==> config.mk <==
export PLATFORM = sky130hd
export DESIGN_NAME = id_scroll_scan_ctrl
export DESIGN_NICKNAME = d
export VERILOG_FILES = /design/src/rtl/id_disp_pkg.sv /design/src/rtl/id_scroll_scan_ctrl_tick_gen.sv /design/src/rtl/id_scroll_scan_ctrl.sv
export SDC_FILE = /design/constraint.sdc
export NUM_CORES = 1
export LEC_CHECK = 0
export CAP_MARGIN = 20
export CORE_MARGIN = 2
export CORE_UTILIZATION = 58
export CTS_CLUSTER_DIAMETER = 150
export CTS_CLUSTER_SIZE = 40
export DETAILED_ROUTE_END_ITERATION = 10
export HOLD_SLACK_MARGIN = 0.05
export PLACE_DENSITY = 0.81
export RECOVER_POWER = 25
export REMOVE_ABC_BUFFERS = 1
export SLEW_MARGIN = 20
export SYNTH_ARGS = -nofsm -noshare
export SYNTH_HDL_FRONTEND = slang
export SYNTH_HIERARCHICAL = 1
export SYNTH_SLANG_ARGS = --single-unit
==> constraint.sdc <==
create_clock -name clk100M -period 4.55 [get_ports clk100M]
set_clock_uncertainty 0.1 [all_clocks]
set_input_delay 0.91 -clock clk100M [delete_from_list [all_inputs] [get_ports clk100M]]
set_output_delay 0.91 -clock clk100M [all_outputs]
set_load 0.05 [all_outputs]
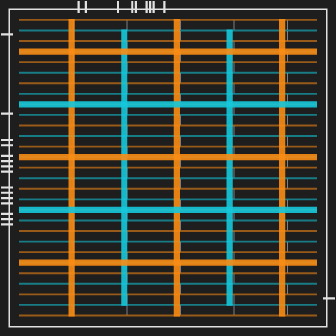
Figure 1: run 1, power grid.
Pins as bars on the die edge. Tap cells in grey.
Key: cyan = VDD; orange = VSS
5 straps on met5. 5 straps on met4. The core has 28 rows. 75 tap cells. 25 signal pins sit on the boundary.
Die Width: 81.44 um
Core Area: 5851 um^2

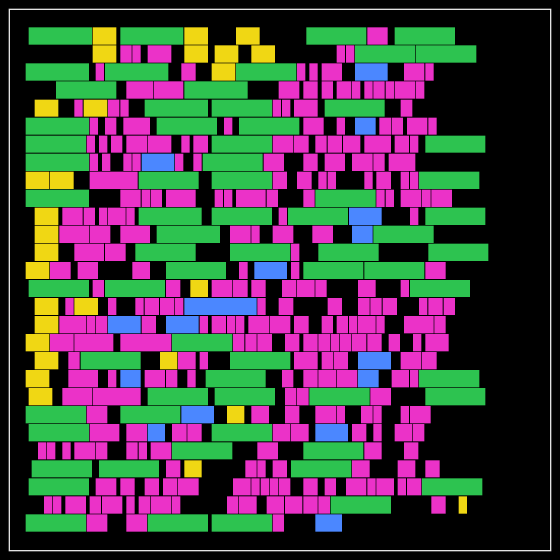
Figure 2: run 1, placed cells, one colour a class.
Key: blue = clock drivers and dummy loads [cells 16, share of their area 5.3%]; green = flip-flops [cells 67, share of their area 43%]; magenta = all other logic [cells 271, share of their area 44%]; yellow = other buffers and delay cells [cells 28, share of their area 6.8%]
final instance area: 3984 um^2
final core occ: 68.09%
Rows: 28
Seq/total area: 42.43%

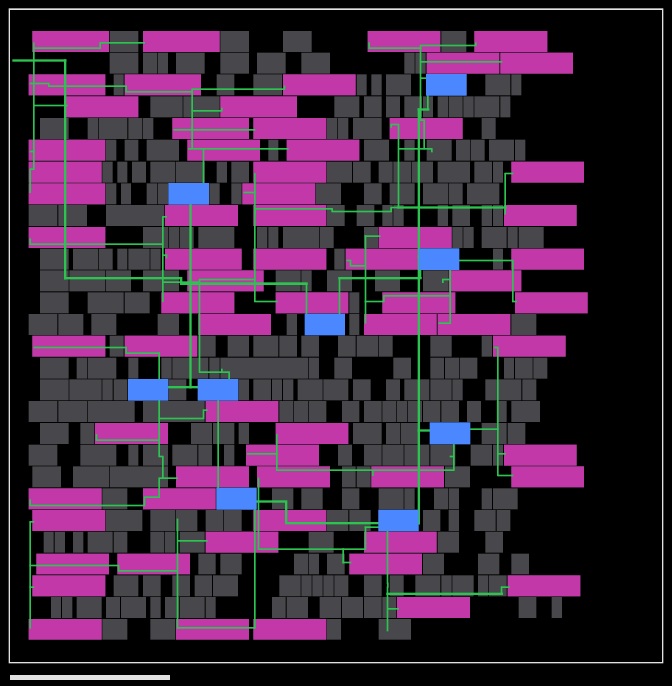
Figure 3: run 1, clock distribution.
Scale bar: 20 um.
Key: green = clock wires [length 839 um]; magenta = flip-flops [count 67]; blue = cells driving clock nets [count 9]
Position of the flops: spread over the die.
clock group total power: 521 uW
clock power share: 34.3%
Clock Latency Late Sink: 0.35 ns

==> flow_summary.yaml, run 1 <==
# flow metrics
run_status:
  status: "complete, but fails checks"
  failed_checks: "capacitance limit, slew limit"
setup_path:
  rr_worst_depth: 12
  cp-start-kind: "flip-flop"
  crit_required_ns: 4.72
  cpMaxStageDelayCell: "or4_1"
  rrSetupSlack_ns: 0.85
  path_class: "reg -> reg"
  cp_cell_sequence: "ha_1 -> nand4_1 -> or4_1 -> nor2_1 -> mux2_2 -> nand2_1 -> ha_1 -> a21o_1 -> a21oi_1 -> xnor2_1 -> xnor2_1 -> nand4b_1"
  cp_max_fo: 6
  worstPathArrival_ns: 3.86
  slowest_delay_ns: 0.62
power_and_ir_drop:
  comb_power_share_pct: 22.0
  p_leak_nw: 1.586
  switching_share_pct: 32.84
  report.power.total_mw: 1.520
  internal-power_mw: 1.021
  p_comb_uw: 335
  maxPowerGroup: "sequential cells"
  power_frac_seq_pct: 43.7
detailed_routing:
  drt-initial-drc-count: 304
  ant_nets: 0
  met3_wirelength_um: 375
  drc: 0
  viasPerCell: 5.926
  wl_per_cell_um: 15.66
  drt-total-wl_um: 7158
  dr.pass1.iters: 5
  met2_length_um: 3362
global_route:
  grt_use_met1_pct: 33.31
  grtUsageMet2_pct: 38.03
  top_usage_layer: "met2"
  grt_pass1_wl_um: 12260
  grtUsageTotal_pct: 24.42
  grt-ovfl-total: 0
clocking:
  h-tree-depth: 3
  post_cts_buffers: 0
  cts_tree: "built"
  path_clk_slew_ns: 0.08
  hold_buffers: 0
place:
  gp_congestion: 0.8744
  placed_cells: 441
  place_area_um2: 3777
  portBuffers: 24
sta:
  fin_crit_sh_pct: 81.22
  fmaxAchievable_ghz: 0.2706
  drv_slew: 48
  max_slew_margin_pct: -63.37
  hold_viol_final: 0
  tns_ns: 0
  whs_ns: 0.3793
  layout_min_cycle_time_ns: 3.696
cells_and_area:
  drive_above_1_share_pct: 11.26
  logic_gate_count: 252
  n_antenna_cell: 0
  mostFrequentLayoutCells: "dfrtp_1, nor2_1, nand2_1, nand3_1, clkdlybuf4s50_1"
  comb_area_um2: 1657
  clk_share_pct: 5.214
  top_area_cell_class: "sequential cells"
  inv_count: 19
logic_synthesis:
  synth_area_um2: 3478
  yosys.area.top_type_share_pct: 40.29
  synth_seq_share_pct: 48.60
  logic_family: "simple AND/OR/NAND/NOR gates"
  ys.flops: 67
  syn_area_per_cell_um2: 9.967
  adder_share_pct: 4.388
  most_common_cell: "dfrtp_1"
  synth_area_leader_cell: "dfrtp_1"
  ys_sh_xor_pct: 7.554
  mux_area_share_pct: 1.223
  yosysUniqueCellTypes: 54
hold_path:
  hold_depth: 1
run:
  maxCapViolations: 1
  warnings: 25
floorplanning:
  fp_util_pct: 59.45
==> run 1 -> run 2 <==
CORE_UTILIZATION = 53   (was 58)
PLACE_DENSITY = 0.78   (was 0.81)
clock period = 3 ns   (was 4.55 ns; I/O delays follow)
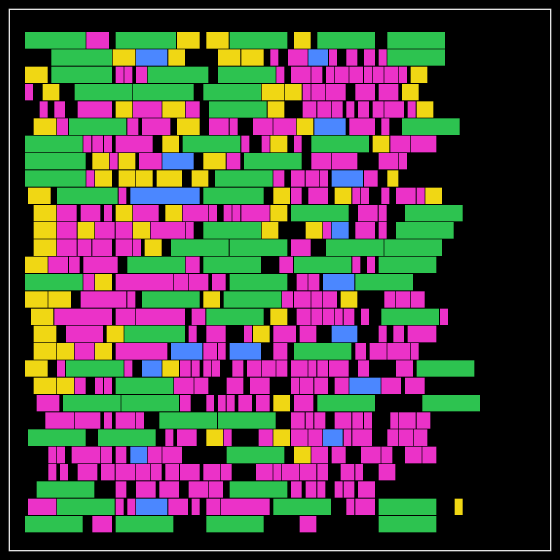
Figure 4: run 2, placed cells, one colour a class.
Key: green = flip-flops [cells 67, share of their area 39%]; blue = clock drivers and dummy loads [cells 16, share of their area 4.8%]; magenta = all other logic [cells 271, share of their area 42%]; yellow = other buffers and delay cells [cells 70, share of their area 14%]
final instance area: 4389 um^2
Core Area: 6350 um^2

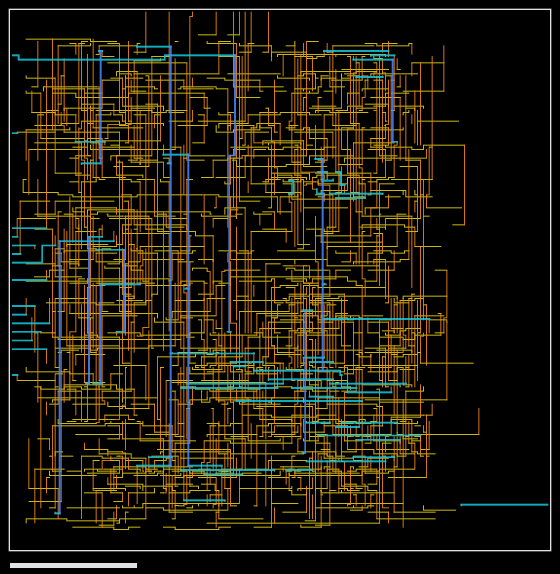
Figure 5: run 2, routed metal, one colour a layer.
Scale bar: 20 um.
Key: blue = met4 [wire length 340 um]; yellow = met1 [wire length 3520 um]; cyan = met3 [wire length 449 um]; orange = met2 [wire length 4240 um]
vias: 2994
GRT Overall Usage: 25.94%

==> run 2 against run 1 <==
Critical endpoint unchanged; largest power group unchanged; clock-buffer cell count is the same; sequential share of layout area shrank 3.9 points; largest cell class is now multi-input combinational cells; worst setup slack lost 0.99 ns; the flow finishes with violations (capacitance limit, slew limit, setup timing).
==> flow_summary.yaml, run 2 <==
# flow metrics
hold_path:
  hold_depth: 1
power_and_ir_drop:
  internal-power_mw: 1.606
  comb_power_share_pct: 25.0
  p_clk_uw: 796
  p_comb_uw: 604
  power_frac_seq_pct: 41.9
  clkPwrFrac_pct: 33.0
  report.power.total_mw: 2.411
  maxPowerGroup: "sequential cells"
setup_path:
  crit_required_ns: 3.17
  worstPathArrival_ns: 3.30
  slowest_delay_ns: 0.51
  cp-start-kind: "primary input"
  rr_worst_depth: 12
  rrSetupSlack_ns: -0.07
  cpMaxStageDelayCell: "clkdlybuf4s50_1"
  cp_cell_sequence: "clkdlybuf4s50_1 -> and2_4 -> nand2b_1 -> nor4_4 -> a41o_4 -> xnor2_1 -> ha_2 -> inv_1 -> fa_2 -> xnor2_1 -> nor3_1 -> nand4b_1"
global_route:
  grt_pass1_wl_um: 14610
  grt_use_met1_pct: 34.28
  grt-ovfl-total: 0
  grtUsageMet2_pct: 40.48
  top_usage_layer: "met2"
run_status:
  status: "complete, but fails checks"
  failed_checks: "capacitance limit, slew limit, setup timing"
floorplanning:
  fp_util_pct: 54.78
  rows: 29
  die_x_um: 85.01
logic_synthesis:
  synth_area_leader_cell: "dfrtp_1"
  most_common_cell: "dfrtp_1"
  yosysUniqueCellTypes: 54
  synth_seq_share_pct: 48.60
  synth_area_um2: 3478
  mux_area_share_pct: 1.223
  ys_sh_xor_pct: 7.554
  adder_share_pct: 4.388
  syn_area_per_cell_um2: 9.967
  ys.flops: 67
  yosys.area.top_type_share_pct: 40.29
clocking:
  clk_latency_ns: 0.35
  hold_buffers: 0
  path_clk_slew_ns: 0.08
  h-tree-depth: 3
  post_cts_buffers: 4
  cts_tree: "built"
place:
  placed_cells: 479
  place_area_um2: 4063
  portBuffers: 24
cells_and_area:
  sh_seq_area_pct: 38.51
  drive_above_1_share_pct: 22.88
  fin_util_pct: 69.12
  clk_share_pct: 4.704
  logic_gate_count: 252
  n_antenna_cell: 0
  inv_count: 19
  comb_area_um2: 1744
sta:
  fin_crit_sh_pct: 104.5
  whs_ns: 0.4245
  setup_ws_ns: -0.1343
  tns_ns: -0.1948
  max_slew_margin_pct: -2.282
  drv_slew: 30
  setup_violations: 3
detailed_routing:
  drt-total-wl_um: 8547
  ant_nets: 0
  met3_wirelength_um: 449
  wl_per_cell_um: 17.06
  dr.pass1.iters: 5
  viasPerCell: 5.976
  met2_length_um: 4235
run:
  maxCapViolations: 1
No activity file was given, so power comes from the tool's default toggle rates.
